Fig. 1: nets reached from selected ports
The bar under the picture is 20 µm long.
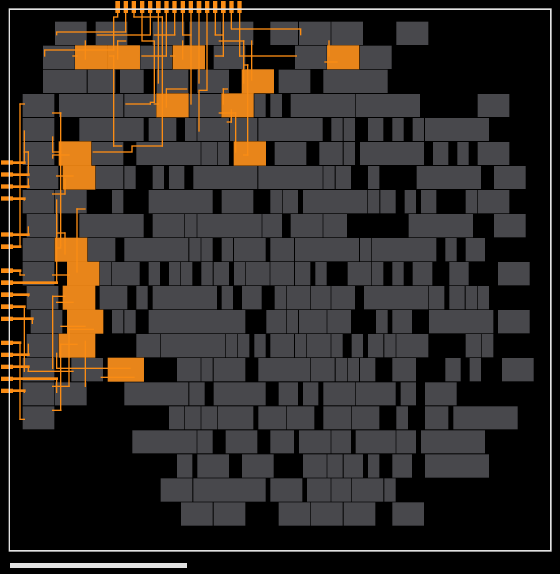
Fig. 2: routed metal, one color a layer
Only two layers are drawn.
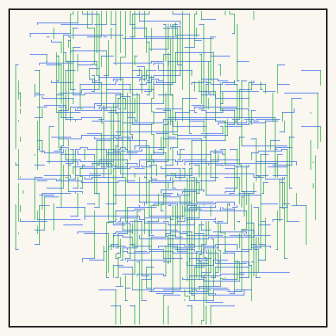
Fig. 3: register map, names as in the netlist
The bar under the picture is 20 µm long. Other sequential cells in the stronger gray, the rest of the logic in the fainter gray.
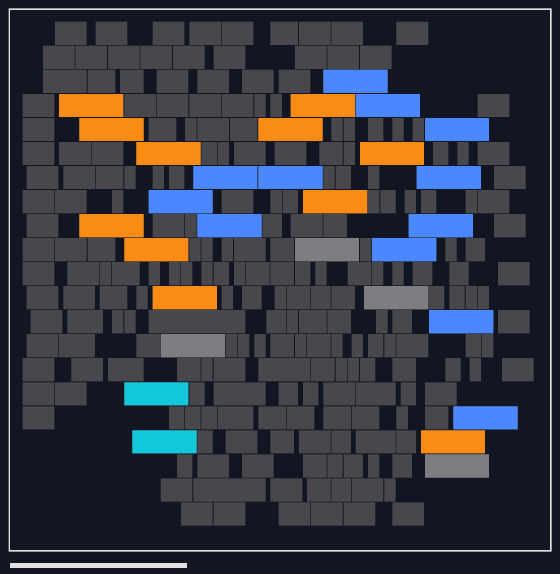
Fig. 4: a small window of the routed layout
Window x 0 to 40, y 21 to 61 µm. Cells in gray, sequential cells in the stronger gray; small squares are vias.
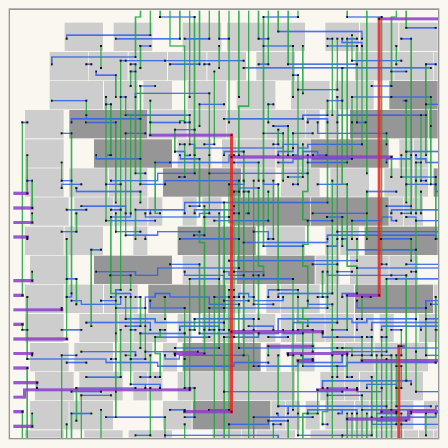
Fig. 5: the clock network
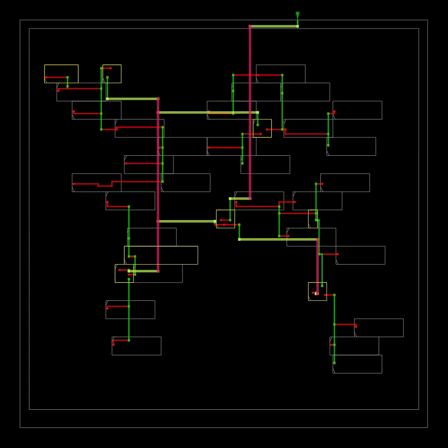
==> config.mk <==
export PLATFORM = sky130hd
export DESIGN_NAME = ff_chain_rr_arbiter
export DESIGN_NICKNAME = d
export VERILOG_FILES = /design/src/rtl/ff_chain_arb_pkg.sv /design/src/rtl/ff_chain_stall_pipe.sv /design/src/rtl/ff_chain_rr_arbiter.sv
export SDC_FILE = /design/constraint.sdc
export NUM_CORES = 1
export LEC_CHECK = 0
export CAP_MARGIN = 20
export CORE_UTILIZATION = 48
export CTS_CLUSTER_DIAMETER = 40
export DETAILED_ROUTE_END_ITERATION = 7
export GPL_ROUTABILITY_DRIVEN = 0
export PLACE_DENSITY = 0.89
export SKIP_CTS_REPAIR_TIMING = 1
export SKIP_LAST_GASP = 1
export SYNTH_ARGS = -nofsm -noshare
export SYNTH_HDL_FRONTEND = slang
export SYNTH_SLANG_ARGS = --single-unit
==> constraint.sdc <==
create_clock -name clk -period 3.2 [get_ports clk]
set_input_delay 0.48 -clock clk [delete_from_list [all_inputs] [get_ports clk]]
set_output_delay 0.48 -clock clk [all_outputs]
set_load 0.01 [all_outputs]
==> metrics.yaml <==
placement:
  hpwl_um: 2960
  pre_cts_ws_ps: 58.2
  placed_area_um2: 2210
sta:
  maxSlewHeadroom_pct: 60.9
  worst_pin_slew_ps: 586
  max_freq_mhz: 317
  period_needed_ps: 3160
  worst_slack_ps: 41.2
  rsz0062_at_grt: "false"
  hold_violations: 0
  setup-tns-final_ps: 0
synthesis:
  edf_count: 0
  yosysWarnings: 0
  top_area_share_pct: 34.6
  yosysSeqAreaShare_pct: 34.6
  yosys.cell_types.count: 39
  area_leaders: "dfxtp_1 35%, mux2i_1 11%, nand2_1 9.6%"
  avgSynthCellArea_um2: 8.52
  most_common_cell: "nand2_1"
  yosysCellCount: 197
  top_area_cell: "dfxtp_1"
  ys_async_sr_fraction_pct: 0
  ys_chip_area_um2: 1680
  ff_type: "dfxtp_1"
power:
  finalPower_mw: 1.39
  vdd_drop_max_mv: 0.302
  p_leak_nw: 0.871
cts:
  cts_root_buf: "clkbuf_4"
  cts_tree: "built"
  clkSlewWorstSetupHoldPaths_ps: 90
  cts_buffer_depth: 2
  h-tree-depth: 2
floorplanning:
  fp.dieW_um: 61.1
  row_count: 21
  die_h_um: 61.1
  fp_util_pct: 50.3
  dieArea_um2: 3740
detailed_routing:
  avgViaCountPerCell: 5.33
  drtIter0Drc: 55
  drcViolationCount: 0
  dr.pass1.iters: 4
  wl_um: 3970
critical_path:
  crit_fanout: 5
  rr_worst_depth: 8
  endpoint_kind: "output port"
  arrival_ps: 2680
  criticalPathCategory: "in -> out"
  critPathLaunchType: "input port"
global_route:
  grt_pass1_wl_um: 6240
  grt_pass1_vias: 1434
  grt_max_degree: 25
  antenna_found_initial: 0
  grt_remaining_overflow: 0
  grtUsageTotal_pct: 23.3
flow_run:
  warnings: 26
outcome:
  status: "finished clean"
layout:
  syn2layout_area_growth_pct: 37.2
  largest_reg_flops: 12
  num_antenna_cells: 0
  design_area_um2: 2300
  final_nets: 293
hold_path:
  hold_class: "reg -> reg"
  hold_depth: 2
-- Fig. 1 (at the start) --
[orange] req_data | direction: input | end cells: 16 | buffers: 32 | wire: 405 µm
Ports: 60
PortBufs: 59

-- Fig. 2 (at the start) --
[green] met2 | wire length: 1980 µm
[blue] met1 | wire length: 1740 µm
vias after detailed routing: 1578
wire per inst: 13.4 µm

-- Fig. 3 (at the start) --
[blue] u_pipe.out_data | placed flops: 12
[orange] u_pipe.stage_q | placed flops: 11
[cyan] lock_id_q | placed flops: 2
not colored: 4
Seq group: 0.510 mW
flop share of the area: 25.2%

-- Fig. 4 (at the start) --
[green] met2
[purple] met3
[blue] met1
[red] met4
most frequent: clkdlybuf4s50_1 (34), nand2_1 (28), dfxtp_1 (16)
sequential cells in the window: 16
cells with their middle in the window: 135

-- Fig. 5 (at the start) --
clk_lat worst skew: 340 ps
clk sink count: 29
cts bufs inserted: 5
Clock Power: 0.314 mW
clk_skew: 13.0 ps

[cell usage in the layout, fill, tap and decap left out, types with 2 or more instances in the layout]
master / instances
o221ai_1: 5
a32oi_2: 2
nor2_1: 13
clkbuf_4: 5
clkdlybuf4s50_1: 59
buf_4: 8
nand2_1: 43
a211oi_1: 2
o21ai_0: 3
nand2b_1: 3
o311ai_1: 3
a21oi_1: 19
mux2i_1: 19
nor2b_1: 6
dfxtp_1: 29
nand3_1: 2
mux2_2: 4
and2_1: 2
[final cells by class]
cell class	instances	area, µm²	area share, %
clock buffers	7	55.1	2.39
flip-flops and latches	29	581	25.2
inverters	1	3.75	0.163
multi-input cells	145	925	40.2
clock inverters	1	30.0	1.30
repair buffers	67	651	28.3
well taps	46	57.6	2.50
[logic make-up (layout without fill, tap and decap cells)]
family                     count (synthesis)  count (layout)  share of synthesized area (%)
DFF                                       29              29                           34.6
muxes                                     24              24                           15.4
xor gates and xnor gates                   1               1                          0.522
adders and majority gates                  1               1                          0.746
and+or+nand+nor                           77              77                           20.8
buffers and inverters                     23              76                           10.6
AOI/OAI and AO/OA                         42              42                           17.4
[per-stage QoR]
step	hold WS (ps)	std cells	util, %
global route	486	296	69.0
global placement	439	288	66.3
CTS	458	296	68.8
detailed placement	447	288	66.3
floorplan	432	197	-
finish	454	296	69.0
[critical path, stage by stage]
cell,delay [ps]
clkdlybuf4s50_1,470
nor2b_1,180
nor3_1,250
o22a_2,250
a32oi_2,90
nor4_1,350
clkdlybuf4s50_1,610
[report_power, final]
part           internal, mW  leakage [nW]  switching (mW)  total, mW
registers             0.440         0.239          0.0695      0.510
clock network         0.186        0.0455           0.127      0.314
logic                 0.308         0.587           0.260      0.568
[layer usage]
metal	track usage (%)	share of wire [%]	wire length, µm
met3	6.93	4.4	174
met5	0	0	0
met4	10.1	2.1	84
met1	28.3	44	1740
met2	38.4	50	1980
Power and IR drop assume default switching activity.
